**src/rtl/ov7670_frame_sequencer_pkg.sv**
```systemverilog
// Shared types and default geometry for the OV7670 -> ILI9341 stream path.
package ov7670_stream_pkg;

  localparam int unsigned DEF_BYTES_PER_LINE = 640;  // 320 px RGB565
  localparam int unsigned DEF_LINES          = 240;
  localparam int unsigned DEF_FIFO_DEPTH     = 16;

  typedef enum logic [1:0] {
    DISABLED   = 2'd0,
    WAIT_VSYNC = 2'd1,
    SYNC       = 2'd2,
    ACTIVE     = 2'd3
  } seq_state_t;

  // Pointer width for a power-of-two FIFO; never below one bit.
  function automatic int unsigned ptr_width(input int unsigned depth);
    return (depth > 1) ? $clog2(depth) : 1;
  endfunction

  // Streaming is reported once a frame has been locked onto.
  function automatic logic in_stream(input seq_state_t s);
    return (s == SYNC) || (s == ACTIVE);
  endfunction

endpackage

```
**src/rtl/ov7670_frame_sequencer_byte_fifo.sv**
```systemverilog
// Small synchronous byte FIFO with show-ahead head and a flush input.
// Simultaneous push/pop is always allowed, including when full.
module byte_fifo
  import ov7670_stream_pkg::*;
#(
  parameter int unsigned DEPTH = DEF_FIFO_DEPTH
) (
  input  logic       clk,
  input  logic       buttonReset,
  input  logic       push,
  input  logic       pop,
  input  logic       flush,
  input  logic [7:0] din,
  output logic [7:0] dout,
  output logic       empty,
  output logic       full
);

  localparam int unsigned AW = ptr_width(DEPTH);
  localparam int unsigned CW = $clog2(DEPTH + 1);

  logic [7:0]    mem [DEPTH];
  logic [AW-1:0] wr_ptr;
  logic [AW-1:0] rd_ptr;
  logic [CW-1:0] count;
  logic          do_push;
  logic          do_pop;

  // A push into a full FIFO only lands when the head leaves the same cycle.
  always_comb begin
    do_push = push & (~full | pop);
    do_pop  = pop & ~empty;
  end

  // Pointer and occupancy bookkeeping; pointers wrap naturally mod DEPTH.
  always_ff @(posedge clk or posedge buttonReset) begin
    if (buttonReset) begin
      wr_ptr <= '0;
      rd_ptr <= '0;
      count  <= '0;
    end else if (flush) begin
      wr_ptr <= '0;
      rd_ptr <= '0;
      count  <= '0;
    end else begin
      if (do_push) wr_ptr <= wr_ptr + AW'(1);
      if (do_pop)  rd_ptr <= rd_ptr + AW'(1);
      case ({do_push, do_pop})
        2'b10:   count <= count + CW'(1);
        2'b01:   count <= count - CW'(1);
        default: count <= count;
      endcase
    end
  end

  // Storage write; contents need no reset since occupancy gates the output.
  always_ff @(posedge clk) begin
    if (do_push && !flush) mem[wr_ptr] <= din;
  end

  assign dout  = mem[rd_ptr];
  assign empty = (count == '0);
  assign full  = (count == CW'(DEPTH));

endmodule

```
**src/rtl/ov7670_frame_sequencer.sv**
```systemverilog
// Camera-to-TFT frame sequencer: synchronises OV7670 timing into clk,
// captures line bytes, buffers them and streams them to the TFT driver,
// starting and stopping only on frame boundaries.
module ov7670_frame_sequencer
  import ov7670_stream_pkg::*;
#(
  parameter int unsigned BYTES_PER_LINE = DEF_BYTES_PER_LINE,
  parameter int unsigned LINES          = DEF_LINES,
  parameter int unsigned FIFO_DEPTH     = DEF_FIFO_DEPTH
) (
  input  logic       clk,
  input  logic       buttonReset,
  input  logic       stream_en,
  input  logic       cam_vsync,
  input  logic       cam_href,
  input  logic       cam_pclk,
  input  logic [7:0] cam_data,
  output logic [7:0] pix_data,
  output logic       pix_valid,
  input  logic       pix_ready,
  output logic       frame_start,
  output logic       frame_done,
  output logic       streaming,
  output logic       overflow,
  output logic       frame_err
);

  localparam int unsigned BCW = $clog2(BYTES_PER_LINE + 1);
  localparam int unsigned LCW = $clog2(LINES + 1);
  localparam logic [BCW-1:0] BYTE_MAX = '1;
  localparam logic [LCW-1:0] LINE_MAX = '1;

  // Synchroniser stages plus the one-clk-older copy used for edge detection
  logic       vsync_s1, vsync_s2, vsync_d;
  logic       href_s1, href_s2, href_d;
  logic       pclk_s1, pclk_s2, pclk_d;
  logic [7:0] data_s1, data_s2;

  // Registered events, all aligned to the same clk
  logic       vs_rise_e, vs_fall_e, href_fall_e, href_e, pclk_rise_e;
  logic [7:0] data_e;

  // Capture stage feeding the FIFO
  logic       cap_push;
  logic [7:0] cap_data;

  seq_state_t     state;
  logic           pend_start;
  logic [BCW-1:0] byte_cnt;
  logic [LCW-1:0] line_cnt;

  logic       capture;
  logic       do_flush;
  logic       frame_end;
  logic       pop;
  logic       fifo_empty;
  logic       fifo_full;
  logic [7:0] fifo_dout;

  // Two-flop synchronisers; cam_data gets a matching two-stage delay.
  always_ff @(posedge clk or posedge buttonReset) begin
    if (buttonReset) begin
      vsync_s1 <= 1'b0; vsync_s2 <= 1'b0; vsync_d <= 1'b0;
      href_s1  <= 1'b0; href_s2  <= 1'b0; href_d  <= 1'b0;
      pclk_s1  <= 1'b0; pclk_s2  <= 1'b0; pclk_d  <= 1'b0;
      data_s1  <= '0;   data_s2  <= '0;
    end else begin
      vsync_s1 <= cam_vsync; vsync_s2 <= vsync_s1; vsync_d <= vsync_s2;
      href_s1  <= cam_href;  href_s2  <= href_s1;  href_d  <= href_s2;
      pclk_s1  <= cam_pclk;  pclk_s2  <= pclk_s1;  pclk_d  <= pclk_s2;
      data_s1  <= cam_data;  data_s2  <= data_s1;
    end
  end

  // Edge detection, registered so every event and its byte share one timing.
  always_ff @(posedge clk or posedge buttonReset) begin
    if (buttonReset) begin
      vs_rise_e   <= 1'b0;
      vs_fall_e   <= 1'b0;
      href_fall_e <= 1'b0;
      href_e      <= 1'b0;
      pclk_rise_e <= 1'b0;
      data_e      <= '0;
    end else begin
      vs_rise_e   <= vsync_s2 & ~vsync_d;
      vs_fall_e   <= ~vsync_s2 & vsync_d;
      href_fall_e <= ~href_s2 & href_d;
      href_e      <= href_s2;
      pclk_rise_e <= pclk_s2 & ~pclk_d;
      data_e      <= data_s2;
    end
  end

  // Frame-boundary decisions and handshake.
  // Pipeline from the clk that first samples pclk high: s1, s2, event reg,
  // capture reg, FIFO write -> byte visible 4 clk later.
  always_comb begin
    capture   = pclk_rise_e & href_e & (state == ACTIVE);
    frame_end = (state == ACTIVE) & vs_rise_e;
    do_flush  = ((state == WAIT_VSYNC) & vs_rise_e) | pend_start;
    pop       = pix_valid & pix_ready;
  end

  // Sequencer FSM, geometry counters and frame strobes.
  // A restart after frame_done is deferred one clk via pend_start so that
  // frame_start always follows frame_done and never coincides with it.
  always_ff @(posedge clk or posedge buttonReset) begin
    if (buttonReset) begin
      state       <= DISABLED;
      pend_start  <= 1'b0;
      frame_start <= 1'b0;
      frame_done  <= 1'b0;
      byte_cnt    <= '0;
      line_cnt    <= '0;
      frame_err   <= 1'b0;
      cap_push    <= 1'b0;
      cap_data    <= '0;
    end else begin
      frame_start <= do_flush;
      frame_done  <= frame_end;
      pend_start  <= 1'b0;
      cap_push    <= capture;
      cap_data    <= data_e;

      if (do_flush) begin
        byte_cnt <= '0;
        line_cnt <= '0;
        if (!fifo_empty) frame_err <= 1'b1;
      end

      case (state)
        DISABLED: begin
          if (stream_en) state <= WAIT_VSYNC;
        end
        WAIT_VSYNC: begin
          if (!stream_en)     state <= DISABLED;
          else if (vs_rise_e) state <= SYNC;
        end
        SYNC: begin
          if (vs_fall_e) state <= ACTIVE;
        end
        ACTIVE: begin
          if (capture && byte_cnt != BYTE_MAX) byte_cnt <= byte_cnt + BCW'(1);
          if (href_fall_e) begin
            if (byte_cnt != '0) begin
              if (line_cnt != LINE_MAX) line_cnt <= line_cnt + LCW'(1);
              if (byte_cnt != BCW'(BYTES_PER_LINE)) frame_err <= 1'b1;
            end
            byte_cnt <= '0;
          end
          if (vs_rise_e) begin
            if (line_cnt != LCW'(LINES)) frame_err <= 1'b1;
            if (stream_en) begin
              pend_start <= 1'b1;
              state      <= SYNC;
            end else begin
              state <= DISABLED;
            end
          end
        end
        default: state <= DISABLED;
      endcase
    end
  end

  // Sticky overflow: a captured byte found the FIFO full with nothing leaving.
  always_ff @(posedge clk or posedge buttonReset) begin
    if (buttonReset) begin
      overflow <= 1'b0;
    end else if (cap_push && fifo_full && !pop && !do_flush) begin
      overflow <= 1'b1;
    end
  end

  byte_fifo #(
    .DEPTH(FIFO_DEPTH)
  ) u_fifo (
    .clk        (clk),
    .buttonReset(buttonReset),
    .push       (cap_push),
    .pop        (pop),
    .flush      (do_flush),
    .din        (cap_data),
    .dout       (fifo_dout),
    .empty      (fifo_empty),
    .full       (fifo_full)
  );

  assign pix_data  = fifo_dout;
  assign pix_valid = ~fifo_empty;
  assign streaming = in_stream(state);

endmodule
```
**config.mk**
```make
export PLATFORM = sky130hd
export DESIGN_NAME = ov7670_frame_sequencer
export DESIGN_NICKNAME = d
export VERILOG_FILES = /design/src/rtl/ov7670_frame_sequencer_pkg.sv /design/src/rtl/ov7670_frame_sequencer_byte_fifo.sv /design/src/rtl/ov7670_frame_sequencer.sv
export SDC_FILE = /design/constraint.sdc
export NUM_CORES = 1
export LEC_CHECK = 0
export ABC_CLOCK_PERIOD_IN_PS = 4200
export CELL_PAD_IN_SITES_DETAIL_PLACEMENT = 1
export CELL_PAD_IN_SITES_GLOBAL_PLACEMENT = 1
export CORE_ASPECT_RATIO = 1.2
export CORE_MARGIN = 2
export CORE_UTILIZATION = 55
export CTS_CLUSTER_SIZE = 24
export DETAILED_ROUTE_END_ITERATION = 8
export PLACE_DENSITY_LB_ADDON = 0.05
export SKIP_CTS_REPAIR_TIMING = 1
export SLEW_MARGIN = 40
export SYNTH_ARGS = -nofsm -noshare
export SYNTH_HDL_FRONTEND = slang
export SYNTH_SLANG_ARGS = --single-unit
export TNS_END_PERCENT = 5
```
**constraint.sdc**
```tcl
create_clock -name clk -period 4.2 [get_ports clk]
set_input_delay 1.05 -clock clk [delete_from_list [all_inputs] [get_ports clk]]
set_output_delay 1.05 -clock clk [all_outputs]
set_load 0.03 [all_outputs]
```
run_1/met1.png
Drawn at 3 px/µm.
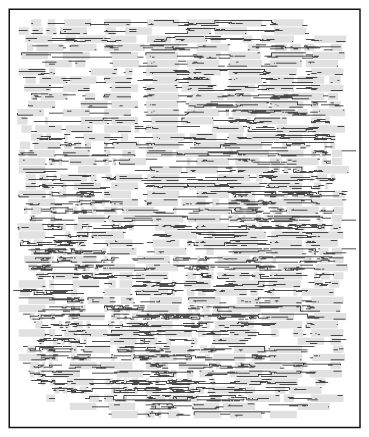
share of all routed wire: 38%
nets with wire on the layer: 587
main direction: horizontal
longest straight run: 44.2 µm
met1 usage: 0.299
via count: 4794
Routed Wire Length: 19100 µm

run_1/met2.png
Drawn at 3 px/µm.
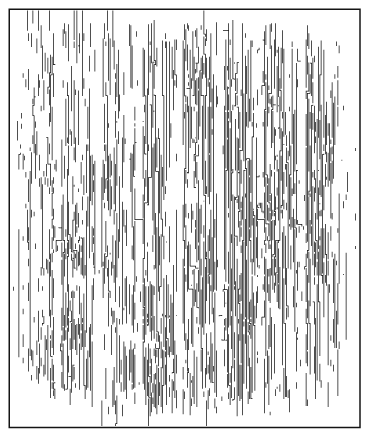
nets with wire on the layer: 568
main direction: vertical
wire length on this layer: 10900 µm

==> impl_metrics.csv, run 1 <==
group,metric,value,unit
grt,antenna_found_initial,0,
place,place.gp.congestion,0.781,
timing,setup_viol_count_final,0,
setup_path,critical_path_class,"reg -> out",
synth,syn_area,8340,µm²
synth,numSynthFlops,212,
synth,ys.flop_type,"edfxtp_1",
detailed_routing,drt.antenna.violating_nets,0,
final_layout,syn2layout_area_growth,16.1,%
clocking,clockBufferDepth,3,
timing,setup-tns-final,0,ns
job,warnings,31,
timing,period_used_share,0.947,
power,power_leakage,3.68,nW
synth,top_cells_by_area,"edfxtp_1, dfrtp_1, mux4_2",
synth,yosys.area.top_type_share,0.461,
grt,grt_max_degree,51,
final_layout,n_antenna_cell,0,
place,postPlaceCellArea,8940,µm²
status,outcome,"complete, no violations",
floorplanning,die-area,16200,µm²
synth,top_cell,"edfxtp_1",
final_layout,comb_area,2270,µm²
synth,edf_count,128,
timing,rsz0062_at_grt,"false",
clocking,insertion_delay,0.51,ns
detailed_routing,drt_pass1_iterations,4,
synth,syn_area_per_cell,15.4,µm²
timing,tightest_slew,0.788,ns
synth,ys_chip_area,8340,µm²
floorplanning,die_h,139,µm
clocking,clockRootBuffer,"clkbuf_16",
detailed_routing,remaining_drc_errors,0,
synth,yosysTopAreaCell,"edfxtp_1",
timing,maxSlewViolCount,0,
worst_hold_path,worstHoldPathType,"reg -> reg",
floorplanning,die_w,116,µm
place,io_buffers,28,
final_layout,regArea,5950,µm²
setup_path,crit_chain,"buf_4 > mux2i_1 > a221oi_1 > o21ai_0 > nand2_1 > clkdlybuf4s50_1",
timing,report.final.hold_viol_count,0,
synth,synthCells,542,
timing,fin_skew,0.0127,ns
setup_path,critPathLaunchType,"flip-flop",
setup_path,max_stage_delay,0.68,ns
synth,fp_nets,568,
run_1/met3.png
Drawn at 2 px/µm.
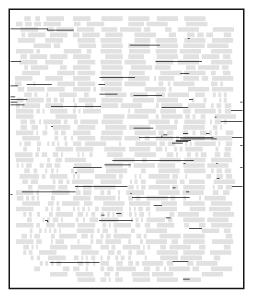
main direction: horizontal
nets with wire on the layer: 38
routing usage on met3: 0.0328

run 1: flip-flops by register name (all words and copies together), names as in the netlist, 5 cells and up, named ones only:
signal / count
u_fifo.count: 5
byte_cnt: 10
data_e: 8
cap_data: 8
data_s2: 8
line_cnt: 8
u_fifo.mem: 128
data_s1: 8
run 1: stage by stage:
| stage | utilization | hold WS [ns] | power, mW | worst slack, ns |
|---|---|---|---|---|
| 6_report | 0.650 | 0.347 | 5.90 | 0.221 |
| 5_1_grt | 0.650 | 0.357 | 6.12 | 0.0719 |
| 4_1_cts | 0.650 | 0.351 | 5.93 | 0.210 |
| 3_5_place_dp | 0.600 | 0.336 | 3.91 | 0.479 |
| 3_3_place_gp | 0.600 | 0.332 | 3.85 | 0.600 |
| 2_1_floorplan | - | 0.331 | 3.44 | 0.985 |
run 1: worst register-to-register path, stage by stage, from the launching register on:
cell and delay (ns):
dfrtp_1 0.45, or2_2 0.37, o41ai_4 0.41, xnor2_1 0.13, ha_1 0.25, or3_1 0.32, a21oi_1 0.15, mux2i_1 0.09
or3_1 0.32, a21oi_1 0.14
run 1: routing by layer:
| layer | GRT usage | routed length (µm) | vias up |
|---|---|---|---|
| met4 | 0.0708 | 403 | 0 |
| met1 | 0.299 | 7280 | 2534 |
| li1 | - | - | 2142 |
| met2 | 0.457 | 10900 | 83 |
| met3 | 0.0328 | 539 | 35 |
| met5 | 0 | 0 | - |
run 1: path summary, 6_finish.rpt:
path                                        from          endpoint  slack [ns]  depth (start not counted)
worst min register to register        data_s1[7]        data_s2[7]        0.35                          0
max in group asynchronous            buttonReset  u_fifo.rd_ptr[0]        2.44                          3
worst min-delay path                  data_s1[7]        data_s2[7]        0.35                          0
worst max-delay path            u_fifo.rd_ptr[0]       pix_data[3]        0.22                          6
worst max register to register   u_fifo.count[2]   u_fifo.count[4]        1.48                          9
min in group asynchronous            buttonReset        data_s2[3]        0.99                          2
run 1: kinds of logic after synthesis:
family,Yosys count,share of synthesized area
buffers and inverters,32,0.0154
adder cells (fa/ha/maj),11,0.0165
XOR/XNOR,15,0.0157
flip-flops,212,0.713
multiplexers,55,0.0913
AND-OR/OR-AND,82,0.0667
AND/OR/NAND/NOR,135,0.0817
run 1: placed cells by master, fill, tap and decap left out, types with 7 or more instances in the layout:
master and instances:
dfrtp_1 83, a22oi_1 8, mux4_2 16, edfxtp_1 128
nor2_1 36, xor2_1 11, nor3_1 8, nand2_1 25
o21ai_0 24, clkdlybuf4s50_1 28, mux2i_1 30, buf_4 20
nand4_1 8, mux2_2 9, inv_1 9, and3_1 9
ha_1 11, or3_1 7, a221oi_1 8, clkbuf_16 21
a21oi_1 25, nor2b_1 7, nand3_1 17
run 1: where the power goes:
part | internal, mW | switching [mW]
logic | 0.609 | 0.814
registers | 2.32 | 0.159
clock network | 1.22 | 0.773
total | 4.15 | 1.75
run 1: cell type report:
type / count / share of cell area
Clock buffer: 28 / 0.0601
Clock inverter: 10 / 0.0161
Inverter: 11 / 0.00452
Multi-Input combinational cell: 298 / 0.235
Sequential cell: 212 / 0.614
Tap cell: 204 / 0.0263
Timing Repair Buffer: 48 / 0.0444
==> run 2, diff against run 1 <==
--- a/config.mk
+++ b/config.mk
@@ -5,7 +5,6 @@
 export SDC_FILE = /design/constraint.sdc
 export NUM_CORES = 1
 export LEC_CHECK = 0
-export ABC_CLOCK_PERIOD_IN_PS = 4200
 export CELL_PAD_IN_SITES_DETAIL_PLACEMENT = 1
 export CELL_PAD_IN_SITES_GLOBAL_PLACEMENT = 1
 export CORE_ASPECT_RATIO = 1.2
run_2/final_congestion.png
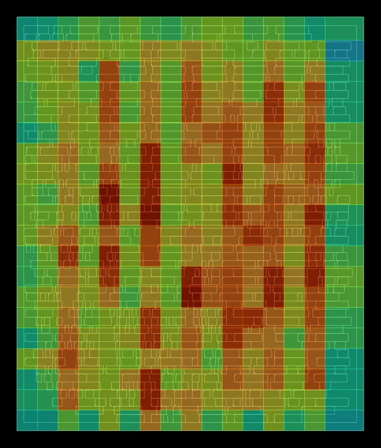
routed len/inst: 23.5 µm
fin util: 0.650
most used routing layer: met2
GRT Overall Usage: 0.248
global routing usage on met2: 0.457

==> run 2 against run 1 <==
Net effect: register-to-register slack is essentially flat; clock power is essentially flat; critical path type unchanged; non-clock buffer count is the same; synthesized cell count is the same; final area is the same; largest power group unchanged; die size is the same; clock-buffer cell count is the same; fmax is the same; critical path depth is the same.
==> impl_metrics.csv, run 2 <==
group,metric,value,unit
setup_path,cp.depth,6,
synth,yosys.area.top_type_share,0.461,
clocking,insertion_delay,0.51,ns
grt,antenna_found_initial,0,
status,outcome,"complete, no violations",
final_layout,largest_reg_flops,128,
synth,ys_chip_area,8340,µm²
detailed_routing,routed_wl,19100,µm
setup_path,critical_path_class,"reg -> out",
synth,syn_area,8340,µm²
timing,setup_viol_count_final,0,
final_layout,comb_area,2270,µm²
timing,report.final.hold_viol_count,0,
clocking,clockBufferDepth,3,
synth,syn_area_per_cell,15.4,µm²
final_layout,syn2layout_area_growth,16.1,%
clocking,clockRootBuffer,"clkbuf_16",
synth,fp_nets,568,
timing,setup-tns-final,0,ns
synth,yosysTopAreaCell,"edfxtp_1",
setup_path,max_stage_delay,0.68,ns
synth,top_cells_by_area,"edfxtp_1, dfrtp_1, mux4_2",
detailed_routing,dr_total_vias,4794,
worst_hold_path,worstHoldPathType,"reg -> reg",
[run 2: cell counts in the layout (fill, tap and decap cells not counted)]
No cell type changed its count.
[run 2: report_power, final]
part | internal, mW | switching [mW]
combinational | 0.609 | 0.814
clock | 1.22 | 0.773
sequential | 2.32 | 0.159
[run 2: worst reg2reg max path: stages (launching register included)]
cell and delay (ns):
dfrtp_1 0.45, or2_2 0.37, o41ai_4 0.41, xnor2_1 0.13, ha_1 0.25, or3_1 0.32, a21oi_1 0.15, mux2i_1 0.09
or3_1 0.32, a21oi_1 0.14
[run 2: per-layer routing]
metal / global-route usage / up-vias / wire [µm]
met3: 0.0328 / 35 / 539
li1: - / 2142 / -
met1: 0.299 / 2534 / 7280
met2: 0.457 / 83 / 10900
met5: 0 / - / 0
met4: 0.0708 / 0 / 403
[run 2: path summary, 6_finish.rpt]
path                                  start               end  slack, ns
max                        u_fifo.rd_ptr[0]       pix_data[3]       0.22
min                              data_s1[7]        data_s2[7]       0.35
max reg2reg                 u_fifo.count[2]   u_fifo.count[4]       1.48
min reg2reg                      data_s1[7]        data_s2[7]       0.35
max in group asynchronous       buttonReset  u_fifo.rd_ptr[0]       2.44
min in group asynchronous       buttonReset        data_s2[3]       0.99
[run 2: metrics by stage]
stage | worst slack, ns | hold slack [ns] | utilization | power, mW | instances
floorplan | 0.985 | 0.331 | - | 3.44 | 542
global placement | 0.600 | 0.332 | 0.600 | 3.85 | 773
detailed placement | 0.479 | 0.336 | 0.600 | 3.91 | 773
CTS | 0.210 | 0.351 | 0.650 | 5.93 | 811
global route | 0.0719 | 0.357 | 0.650 | 6.12 | 811
finish | 0.221 | 0.347 | 0.650 | 5.90 | 811
[run 2: kinds of logic (layout without fill, tap and decap cells)]
group,Yosys count,in the layout,synth area share
and+or+nand+nor,135,135,0.0817
muxes,55,55,0.0913
xor gates and xnor gates,15,15,0.0157
adders and majority gates,11,11,0.0165
buffers and inverters,32,97,0.0154
AOI/OAI and AO/OA,82,82,0.0667
DFF,212,212,0.713
[run 2: layout make-up]
class                      count  share of cell area
sequential                   212               0.614
clock inverter                10              0.0161
multi-input combinational    298               0.235
tap                          204              0.0263
inverter                      11             0.00452
timing repair buffer          48              0.0444
clock buffer                  28              0.0601
Power and IR drop assume default switching activity.
